[src/rtl/qisp_sched_pkg.sv]
// Shared types for the two-task fetch scheduler: per-task state, scheduler FSM
// state, task id constants and a saturating counter helper.
package qisp_sched_pkg;

  typedef enum logic [1:0] {
    TASK_OFF  = 2'd0,
    TASK_RUN  = 2'd1,
    TASK_WAIT = 2'd2
  } task_state_e;

  typedef enum logic [1:0] {
    ST_INIT = 2'd0,
    ST_RUN  = 2'd1,
    ST_IDLE = 2'd2
  } fsm_state_e;

  localparam logic TS_0 = 1'b0;
  localparam logic TS_1 = 1'b1;

  function automatic logic [7:0] sat_inc8(input logic [7:0] v);
    return (v == 8'hFF) ? v : v + 8'd1;
  endfunction

endpackage

[src/rtl/task_sched_slot.sv]
// One task context: OFF/RUN/WAIT state plus the saturating WAIT timeout counter.
// runnable_nxt exposes the state the task will hold after this clock edge.
module task_slot
  import qisp_sched_pkg::*;
#(
  parameter logic       TS           = TS_0,
  parameter logic [7:0] WAIT_TIMEOUT = 8'd0
) (
  input  logic clk,
  input  logic a_rst,
  input  logic en,
  input  logic wait_req,
  input  logic wait_ts,
  input  logic wake,
  output logic runnable,
  output logic runnable_nxt
);

  localparam task_state_e RST_STATE = (TS == TS_0) ? TASK_RUN : TASK_OFF;

  task_state_e state, state_nxt;
  logic [7:0]  cnt, cnt_nxt;
  logic        timeout;

  assign timeout = (WAIT_TIMEOUT != 8'd0) && (cnt == WAIT_TIMEOUT);

  always_comb begin
    state_nxt = state;
    cnt_nxt   = cnt;
    if (!en) begin
      state_nxt = TASK_OFF;
    end else begin
      case (state)
        TASK_OFF: state_nxt = TASK_RUN;
        TASK_RUN: begin
          // A wake arriving with the wait request keeps the task running.
          if (wait_req && (wait_ts == TS) && !wake) begin
            state_nxt = TASK_WAIT;
            cnt_nxt   = 8'd0;
          end
        end
        TASK_WAIT: begin
          if (wake || timeout) state_nxt = TASK_RUN;
          else                 cnt_nxt   = sat_inc8(cnt);
        end
        default: state_nxt = TASK_OFF;
      endcase
    end
  end

  always_ff @(posedge clk or negedge a_rst) begin
    if (!a_rst) begin
      state <= RST_STATE;
      cnt   <= 8'd0;
    end else begin
      state <= state_nxt;
      cnt   <= cnt_nxt;
    end
  end

  assign runnable     = (state == TASK_RUN);
  assign runnable_nxt = (state_nxt == TASK_RUN);

endmodule

[src/rtl/task_sched.sv]
// Two-task fetch scheduler driving the dual-context PC file selectors.
// Define TASK_SCHED_PRIO_EN for strict task-0 priority instead of round-robin.
module task_sched
  import qisp_sched_pkg::*;
#(
  parameter logic [15:0] T1_START     = 16'h0100,
  parameter logic [7:0]  WAIT_TIMEOUT = 8'd0
) (
  input  logic        clk,
  input  logic        a_rst,
  input  logic        stall,
  input  logic [1:0]  task_en,
  input  logic        br_valid,
  input  logic        br_ts,
  input  logic [15:0] br_target,
  input  logic        wait_req,
  input  logic        wait_ts,
  input  logic [1:0]  wake,
  output logic        r_ts,
  output logic        w_ts,
  output logic        ws,
  output logic        hold,
  output logic [15:0] pc_wr,
  output logic        fetch_valid,
  output logic        dec_valid,
  output logic        dec_ts,
  output logic [1:0]  squash
);

  fsm_state_e fsm, fsm_nxt;
  logic       boot;
  logic [1:0] run, run_nxt;
  logic       other_ts, arb_ts, r_ts_nxt, fetch_valid_nxt;

  task_slot #(.TS(TS_0), .WAIT_TIMEOUT(WAIT_TIMEOUT)) u_slot0 (
    .clk          (clk),
    .a_rst        (a_rst),
    .en           (task_en[0]),
    .wait_req     (wait_req),
    .wait_ts      (wait_ts),
    .wake         (wake[0]),
    .runnable     (run[0]),
    .runnable_nxt (run_nxt[0])
  );

  task_slot #(.TS(TS_1), .WAIT_TIMEOUT(WAIT_TIMEOUT)) u_slot1 (
    .clk          (clk),
    .a_rst        (a_rst),
    .en           (task_en[1]),
    .wait_req     (wait_req),
    .wait_ts      (wait_ts),
    .wake         (wake[1]),
    .runnable     (run[1]),
    .runnable_nxt (run_nxt[1])
  );

  assign other_ts = ~r_ts;

  // Arbitration looks at post-edge task state so a task entering WAIT never fetches next cycle.
  always_comb begin
`ifdef TASK_SCHED_PRIO_EN
    if (run_nxt[TS_0])      arb_ts = TS_0;
    else if (run_nxt[TS_1]) arb_ts = TS_1;
    else                    arb_ts = r_ts;
`else
    if (run_nxt[other_ts]) arb_ts = other_ts;
    else                   arb_ts = r_ts;
`endif
  end

  always_comb begin
    fsm_nxt = fsm;
    case (fsm)
      ST_INIT: if (!boot) fsm_nxt = ST_RUN;
      ST_RUN:  if (run_nxt == 2'b00) fsm_nxt = ST_IDLE;
      ST_IDLE: if (run != 2'b00) fsm_nxt = ST_RUN;
      default: fsm_nxt = ST_INIT;
    endcase
    r_ts_nxt        = (boot || stall) ? r_ts : arb_ts;
    fetch_valid_nxt = boot | ((fsm_nxt != ST_IDLE) & run_nxt[r_ts_nxt]);
  end

  // Redirect outranks both the INIT start-address write and the stall hold.
  always_comb begin
    ws     = 1'b0;
    w_ts   = TS_0;
    pc_wr  = 16'h0000;
    hold   = 1'b1;
    squash = 2'b00;
    if (!boot) begin
      if (br_valid) begin
        ws     = 1'b1;
        w_ts   = br_ts;
        pc_wr  = br_target;
        hold   = 1'b0;
        squash = br_ts ? 2'b10 : 2'b01;
      end else if (fsm == ST_INIT) begin
        ws     = 1'b1;
        w_ts   = TS_1;
        pc_wr  = {T1_START[15:1], 1'b0};
        hold   = 1'b0;
      end else begin
        hold   = stall | (fsm == ST_IDLE);
      end
    end
  end

  always_ff @(posedge clk or negedge a_rst) begin
    if (!a_rst) begin
      boot        <= 1'b1;
      fsm         <= ST_INIT;
      r_ts        <= TS_0;
      fetch_valid <= 1'b0;
      dec_ts      <= TS_0;
      dec_valid   <= 1'b0;
    end else begin
      boot        <= 1'b0;
      fsm         <= fsm_nxt;
      r_ts        <= r_ts_nxt;
      fetch_valid <= fetch_valid_nxt;
      // fetch -> decode stage
      dec_ts      <= r_ts;
      dec_valid   <= fetch_valid & ~squash[r_ts];
    end
  end

endmodule
[config.mk]
export PLATFORM = sky130hd
export DESIGN_NAME = task_sched
export DESIGN_NICKNAME = d
export VERILOG_FILES = /design/src/rtl/qisp_sched_pkg.sv /design/src/rtl/task_sched_slot.sv /design/src/rtl/task_sched.sv
export SDC_FILE = /design/constraint.sdc
export NUM_CORES = 1
export LEC_CHECK = 0
export ABC_CLOCK_PERIOD_IN_PS = 1800
export CAP_MARGIN = 10
export CORE_UTILIZATION = 30
export DETAILED_ROUTE_END_ITERATION = 10
export GPL_TIMING_DRIVEN = 0
export PLACE_DENSITY = 0.74
export SETUP_SLACK_MARGIN = 0.5
export SYNTH_ARGS = -nofsm -noshare
export SYNTH_HDL_FRONTEND = slang
export SYNTH_SLANG_ARGS = --single-unit
[constraint.sdc]
create_clock -name clk -period 1.8 [get_ports clk]
set_input_delay 0.36 -clock clk [delete_from_list [all_inputs] [get_ports clk]]
set_output_delay 0.36 -clock clk [all_outputs]
set_load 0.03 [all_outputs]
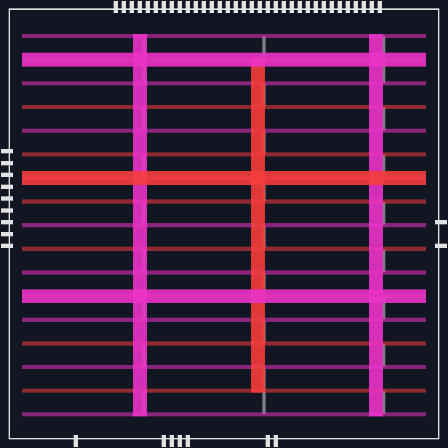
**Above:** floorplan with the power grid.
Pins as bars on the die edge. Tap cells in gray.
[VDD] red
[VSS] magenta
rows: 16
met4 straps: 3
signal pins: 52
tap cells: 27
maximum VDD drop: 760 uV
Core Region: 2020 um2

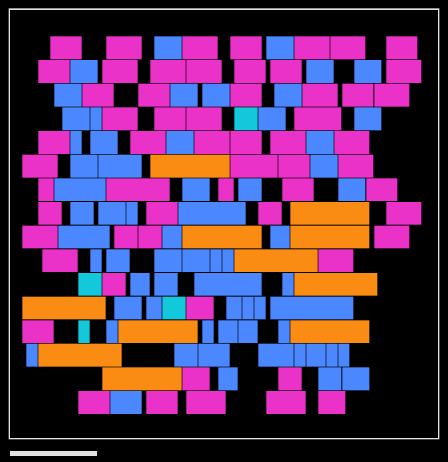
**Above:** placed cells, one color a class.
Scale bar: 10 um.
[remaining buffers and delay cells] magenta | cells: 59
[remaining logic cells] blue | cells: 64
[clock drivers and dummy loads] cyan | cells: 4
[registers] orange | cells: 11
sequential share of cell area: 0.190
row cnt: 16

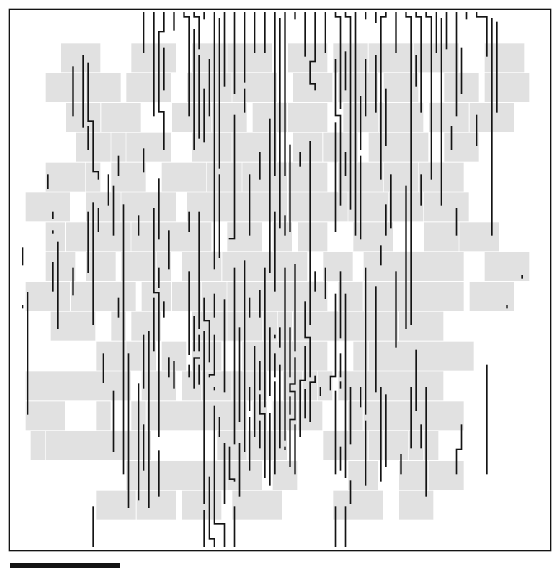
**Above:** M2 wires.
Scale bar: 10 um. Cells faint in the background.
share of all routed wire: 56%
main direction: vertical
longest straight run: 28.0 um
wire length on this layer: 1230 um
nets with wire on the layer: 138

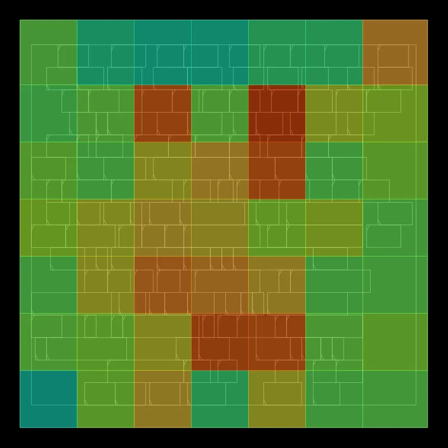
**Above:** routing congestion.
M3 GR Usage: 0.0405
routing usage on met2: 0.313
GRT busiest layer: met2
met1 GRT Util: 0.219

worst paths after layout:
check | endpoint | slack [ns] | depth (start not counted)
min in group asynchronous | u_slot1.state[0]$_DFF_PN0_ | 0.41 | 1
max in group asynchronous | fsm[0]$_DFF_PN0_ | 1.03 | 1
worst min register to register | dec_valid$_DFF_PN0_ | 0.53 | 1
worst max-delay path | hold | 0.06 | 4
worst max register to register | fetch_valid$_DFF_PN0_ | 0.51 | 4
worst min-delay path | u_slot1.state[1]$_DFF_PN0_ | 0.36 | 2
per-layer routing:
layer  up-vias  GRT usage  wire (um)
met5         -          0          0
met4         0     0.0294         29
met3         4     0.0405         88
met2        23      0.313       1230
met1       379      0.219        866
li1        377          -          -
layout make-up:
cell class | count | area, um2 | area share
Buffer | 1 | 15.0 | 0.0102
Clock buffer | 4 | 26.3 | 0.0179
Inverter | 7 | 30.0 | 0.0204
Multi-Input combinational cell | 57 | 485 | 0.330
Sequential cell | 11 | 280 | 0.190
Tap cell | 27 | 33.8 | 0.0230
Timing Repair Buffer | 58 | 601 | 0.408
sequential cells by signal, indices dropped and copies added, names as in the netlist:
name and cells:
boot 1, dec_valid 1, u_slot0.state 2, fetch_valid 1, r_ts 1, u_slot1.state 2
dec_ts 1, fsm 2
through the flow:
stage	total power [W]	std cells	setup slack, ns	setup TNS, ns	cell area, um2
final	0.00103	165	0.0591	0	1470
after global routing	0.00108	165	0.0191	0	1470
after CTS	0.000984	164	0.0759	0	1410
after detailed placement	0.000761	154	-1.06	-17.88	1260
after global placement	0.000757	154	-1.05	-17.63	1260
after floorplan	0.000571	76	0.275	0	716
cell usage after synthesis (all sizes together), types with 2 or more instances:
master,n
nor2,5
nor3b,2
inv,7
nand2,5
dfstp,2
o21ai,2
a31oi,3
a21oi,3
nor2b,6
dfrtp,9
and2,17
==> Slide: Implementation Results <==
Key Metrics from the Run

Clocking
  • CTS buffer count: 3
  • Clk root buf: clkbuf_4
  • Maximum clock path buffer count: 2

Die
  • Floorplan Utilization: 0.331

Critical path
  • Crit path arrival time: 1.38 ns
  • Max FO, Critical Path: 3
  • Cell Chain, Critical Path: or2_4 > clkinvlp_4 > a21oi_4 > buf_6

Finish
  • Most numerous logic cell after layout: buf_6
  • Fin util: 0.728

Power
  • Seq power: 0.000328 W
  • Combinational cell power: 0.000532 W
  • Top Consumer: combinational cells

Synth
  • Seq/Total Area, Yosys: 0.415
  • Synth top area share: 0.336
  • Cell count after synthesis: 76
  • Top logic family: simple AND/OR/NAND/NOR gates
  • MUX share of area: 0
  • Synth Flop Type: dfrtp_1
  • Yosys stat chip area: 669 um2

Global route
  • Vias in the first global route: 690
  • Largest net degree at the start of global routing: 12
  • Grt total ovfl: 0

Timing
  • Final setup vio count: 0
  • Fin crit period: 1.74 ns
  • Final number of hold-violating endpoints: 0
  • Hold Slack: 0.360 ns

Run status
  • Status: finished clean

Detailed routing
  • DR iter-0 viols: 18
  • WL final: 2.22 mm
  • Initial DRT Pass Iterations: 4
Power and IR drop assume default switching activity.
